## src/rtl/tbird_input_conditioner.sv

```systemverilog
// Front end for the T-Bird tail-light sequencer: sync, debounce and decode sw0/sw1, and generate the step tick.
// Latency: a raw switch change reaches mode DEBOUNCE_CYCLES+3 clk edges later; step_tick first fires STEP_CYCLES after mode_change.
// Backpressure: none; all outputs are free-running registered levels or one-cycle strobes.
module tbird_input_conditioner #(
    parameter int unsigned DEBOUNCE_CYCLES = 500000,
    parameter int unsigned STEP_CYCLES     = 12500000
) (
    input  logic       clk,
    input  logic       rst,
    input  logic       sw0,
    input  logic       sw1,
    output logic [1:0] mode,
    output logic       mode_change,
    output logic       step_tick,
    output logic       err
);

    localparam int unsigned DCNT_W = (DEBOUNCE_CYCLES > 1) ? $clog2(DEBOUNCE_CYCLES) : 1;
    localparam int unsigned SCNT_W = $clog2(STEP_CYCLES);
    localparam logic [DCNT_W-1:0] DCNT_LAST = DCNT_W'(DEBOUNCE_CYCLES - 1);
    localparam logic [SCNT_W-1:0] SCNT_LAST = SCNT_W'(STEP_CYCLES - 1);

    // Bit 1 carries sw1 and bit 0 carries sw0, so deb_q is directly the mode pair.
    logic [1:0]             sync1_q, sync1_d;
    logic [1:0]             sync2_q, sync2_d;
    logic [1:0]             deb_q, deb_d;
    logic [1:0][DCNT_W-1:0] dcnt_q, dcnt_d;

    logic [1:0]             mode_q, mode_d;
    logic                   mode_change_q, mode_change_d;
    logic                   step_tick_q, step_tick_d;
    logic                   err_q, err_d;
    logic [SCNT_W-1:0]      scnt_q, scnt_d;

    always_comb begin
        sync1_d = {sw1, sw0};
        sync2_d = sync1_q;
    end

    always_comb begin
        deb_d  = deb_q;
        dcnt_d = dcnt_q;
        for (int i = 0; i < 2; i++) begin
            if (sync2_q[i] == deb_q[i]) begin
                dcnt_d[i] = '0;
            end else if (dcnt_q[i] == DCNT_LAST) begin
                deb_d[i]  = sync2_q[i];
                dcnt_d[i] = '0;
            end else begin
                dcnt_d[i] = dcnt_q[i] + DCNT_W'(1);
            end
        end
    end

    // A commit restarts the step counter so every new pattern starts phase-aligned.
    always_comb begin
        mode_d        = mode_q;
        mode_change_d = 1'b0;
        step_tick_d   = 1'b0;
        scnt_d        = scnt_q;
        if (deb_q != mode_q) begin
            mode_d        = deb_q;
            mode_change_d = 1'b1;
            scnt_d        = '0;
        end else if (mode_q == 2'b00) begin
            scnt_d = '0;
        end else if (scnt_q == SCNT_LAST) begin
            scnt_d      = '0;
            step_tick_d = 1'b1;
        end else begin
            scnt_d = scnt_q + SCNT_W'(1);
        end
        err_d = (mode_d == 2'b11);
    end

    always_ff @(posedge clk or posedge rst) begin
        if (rst) begin
            sync1_q       <= '0;
            sync2_q       <= '0;
            deb_q         <= '0;
            dcnt_q        <= '0;
            mode_q        <= 2'b00;
            mode_change_q <= 1'b0;
            step_tick_q   <= 1'b0;
            err_q         <= 1'b0;
            scnt_q        <= '0;
        end else begin
            sync1_q       <= sync1_d;
            sync2_q       <= sync2_d;
            deb_q         <= deb_d;
            dcnt_q        <= dcnt_d;
            mode_q        <= mode_d;
            mode_change_q <= mode_change_d;
            step_tick_q   <= step_tick_d;
            err_q         <= err_d;
            scnt_q        <= scnt_d;
        end
    end

    assign mode        = mode_q;
    assign mode_change = mode_change_q;
    assign step_tick   = step_tick_q;
    assign err         = err_q;

endmodule

```

## config.mk

```make
export PLATFORM = sky130hd
export DESIGN_NAME = tbird_input_conditioner
export DESIGN_NICKNAME = d
export VERILOG_FILES = /design/src/rtl/tbird_input_conditioner.sv
export SDC_FILE = /design/constraint.sdc
export NUM_CORES = 1
export LEC_CHECK = 0
export CAP_MARGIN = 20
export CORE_MARGIN = 5
export CORE_UTILIZATION = 28
export CTS_BUF_LIST = sky130_fd_sc_hd__clkbuf_4 sky130_fd_sc_hd__clkbuf_8 sky130_fd_sc_hd__clkbuf_16
export CTS_CLUSTER_DIAMETER = 100
export CTS_CLUSTER_SIZE = 25
export DETAILED_ROUTE_END_ITERATION = 8
export SLEW_MARGIN = 10
export SYNTH_ARGS = -nofsm -noshare
export SYNTH_HDL_FRONTEND = slang
export SYNTH_SLANG_ARGS = --single-unit
```

## constraint.sdc

```tcl
create_clock -name clk -period 2.2 [get_ports clk]
set_input_delay 0.22 -clock clk [delete_from_list [all_inputs] [get_ports clk]]
set_output_delay 0.22 -clock clk [all_outputs]
set_load 0.01 [all_outputs]
```

### Cells colored by class

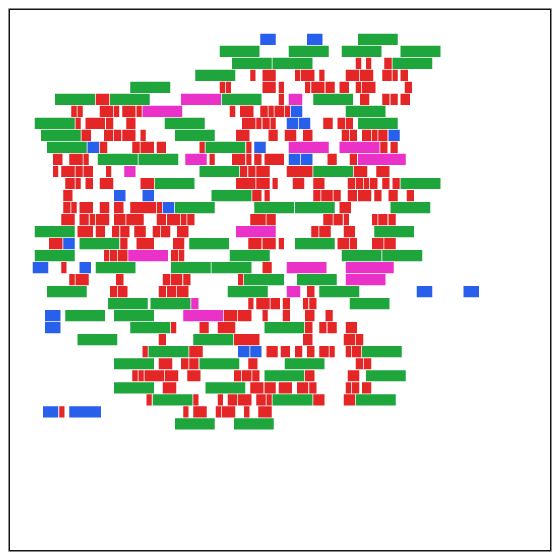
legend:
  green:
    class: registers
    cells: 73
  red:
    class: remaining logic cells
    cells: 266
  blue:
    class: remaining buffers and delay cells
    cells: 24
  magenta:
    class: clock drivers and dummy loads
    cells: 16

### Sequential cells colored by netlist name

The bar under the picture is 20 um long. Other sequential cells in the stronger gray, the rest of the logic in the fainter gray.
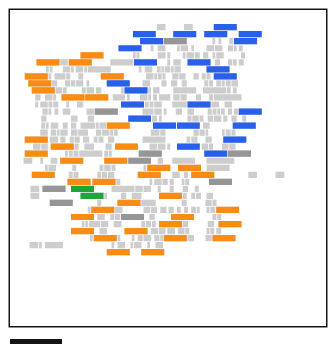
legend:
  green:
    netlist_name: `sync2_q`
    flops: 2
  blue:
    netlist_name: `scnt_q`
    flops: 24
  orange:
    netlist_name: `dcnt_q`
    flops: 38
register area: 1830 um2
power in sequential cells: 1.37 mW
Seq/total area: 43.2%

### Drive-strength map

The bar under the picture is 20 um long.
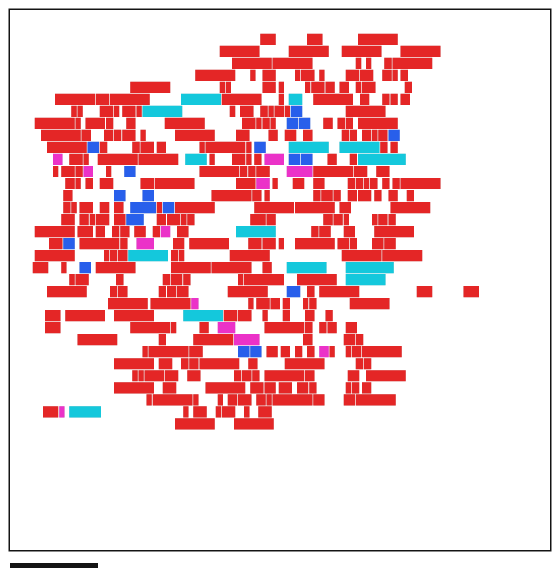
legend:
  magenta:
    size: x2
    cells: 12
    most_used: or2_2
  red:
    size: x1 and smaller
    cells: 334
    most_used: dfrtp_1
  cyan:
    size: x6 and larger
    cells: 14
    most_used: clkbuf_16
  blue:
    size: x3 and x4
    cells: 19
    most_used: buf_4

### The clock network

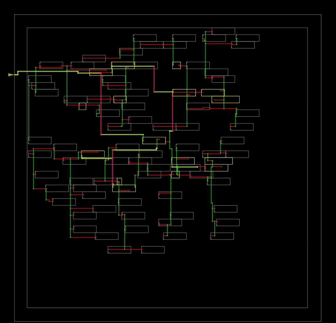
Worst Skew: 5.21 ps
total CTS buffers: 9

### Clock distribution

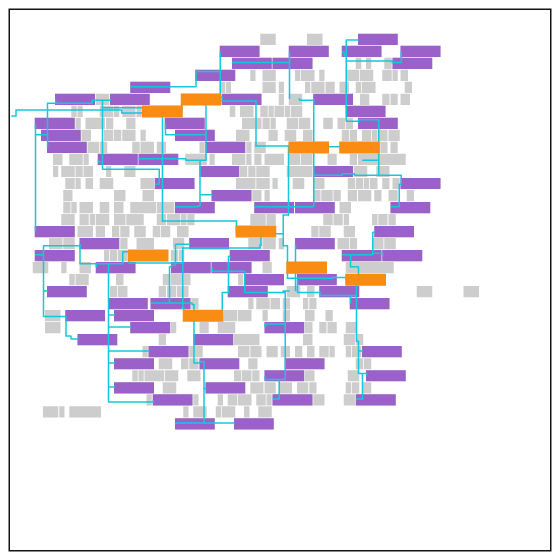
legend:
  cyan:
    item: clock wires
    length: 962 um
  purple:
    item: flip-flops
    count: 73
  orange:
    item: clock-net drivers
    count: 9
routed clock nets: 10

==> CHANGELOG.md <==
### Implementation results

* Post-synth ARST share at 100%
* Fmax at 482 MHz
* Post-layout period usage at 94.4%
* Mux share at 0.639%
* Site Rows at 41
* Status: finished, final reports clean
* Ao+oa area frac at 9.26%
* Slew @ Worst Pin at 447 ps
* Final ANT Viol Nets at 0
* Synth Area in Adders at 1.06%
* Area Overhead vs Synth at 19.9%
* Post-synthesis sequential area ratio at 51.8%
* Clock sink count at 73
* Setup bufs post-CTS at 0
* Drt drc at 0
* Commonest Layout Cell: dfrtp_1
* Basic Gates by Area at 25.9%
* R2R setup slack at 120 ps
* Area leader share at 51.8%
* Distinct lib cells at 37
* Power consumption at 3.02 mW
* Die area at 14900 um2
* IO Count at 9
* Post-layout min period at 2080 ps
* Number of enable flip-flop cells at 0
* Post-Route WL at 6910 um
* Area contributors post-synth: dfrtp_1 52%, xnor2_1 5.0%, nor2_1 4.2%
* Iteration-0 DRC Markers at 147
* Overflow after GRT at 0
* Post-cts sizing count at 0
* Yosys warnings at 0
* Setup crit start kind: register
* First-pass detailed-route iteration total at 4
* H-tree depth at 3
* Synth area leader: dfrtp_1
* Data required, critical path at 2410 ps
* Core area at 12500 um2
* Root Driver: clkbuf_16
* Worst Hold Class: primary input to asynchronous set/reset pin
* Top cells by count: 73 x dfrtp_1, 39 x nor2_1, 24 x a21oi_1
* Crit Path Max Fanout at 5
* Final tally of hold violations at 0
* Die Span Y at 122 um
* Post-synth regs at 73
* Die Wd at 122 um
* Worst skew pair latency at 320 ps
* Largest net degree at the start of global routing at 74
* CP Capture Type: register
* Yosys xor share at 8.94%
* Post-route setup TNS at 0 ps
* Clock input transition at the sequential cells of the worst setup and hold paths at 60 ps
* Fin nets at 381
* Antenna cells at 0
* Initial antenna violation count at 0
* Most frequent cells in the layout: 73 x dfrtp_1, 39 x nor2_1, 24 x a21oi_1
## flip-flops by register name (all words and copies together), names as in the netlist
signal / flops
err: 1
deb_q: 2
mode_change: 1
step_tick: 1
mode: 2
scnt_q: 24
dcnt_q: 38
sync2_q: 2
sync1_q: 2
## per-stage QoR
| step | cell area (um2) | setup WS [ps] | instances | hold WS, ps | utilization (%) |
|---|---|---|---|---|---|
| CTS | 4230 | 116 | 551 | 304 | 33.9 |
| finish | 4230 | 123 | 551 | 260 | 33.9 |
| global placement | 3900 | 165 | 535 | 340 | 31.3 |
| detailed placement | 3900 | 128 | 535 | 338 | 31.3 |
| global route | 4230 | 31.6 | 551 | 327 | 33.9 |
| floorplan | 3530 | 127 | 351 | 251 | - |
## report_power, final
| group | internal, mW | total (mW) | switching [mW] |
|---|---|---|---|
| clock network | 1.03 | 1.58 | 0.558 |
| logic | 0.0240 | 0.0718 | 0.0478 |
| registers | 1.36 | 1.37 | 0.0124 |
## path summary, 6_finish.rpt
check	startpoint	end	depth (start not counted)
min reg2reg	sync1_q[1]	sync2_q[1]	0
max	dcnt_q[31]	deb_q[1]	4
min	rst	dcnt_q[0]	3
max reg2reg	dcnt_q[31]	deb_q[1]	4
max in group asynchronous	rst	dcnt_q[34]	3
min in group clk	sw1	sync1_q[1]	1
## worst max-delay path: stages (launching register included)
cell	delay (ps)
dfrtp_1	420
or4_1	520
or4_4	540
nor2_1	120
mux2_2	350
## cell type report
class                      count  area (um2)
clock inverter                 6        90.1
tap                          172         215
clock buffer                  10         239
inverter                       8        30.0
fill                        1251        8240
sequential                    73        1830
multi-input combinational    258        1620
timing repair buffer          24         213
## layer usage
layer	global-route usage, %	vias to the layer above	wire length (um)
met1	12.6	1305	3370
met3	3.00	11	191
met5	0	-	0
met2	16.1	31	3260
li1	-	1318	-
met4	2.87	0	85
Power and IR drop assume default switching activity.
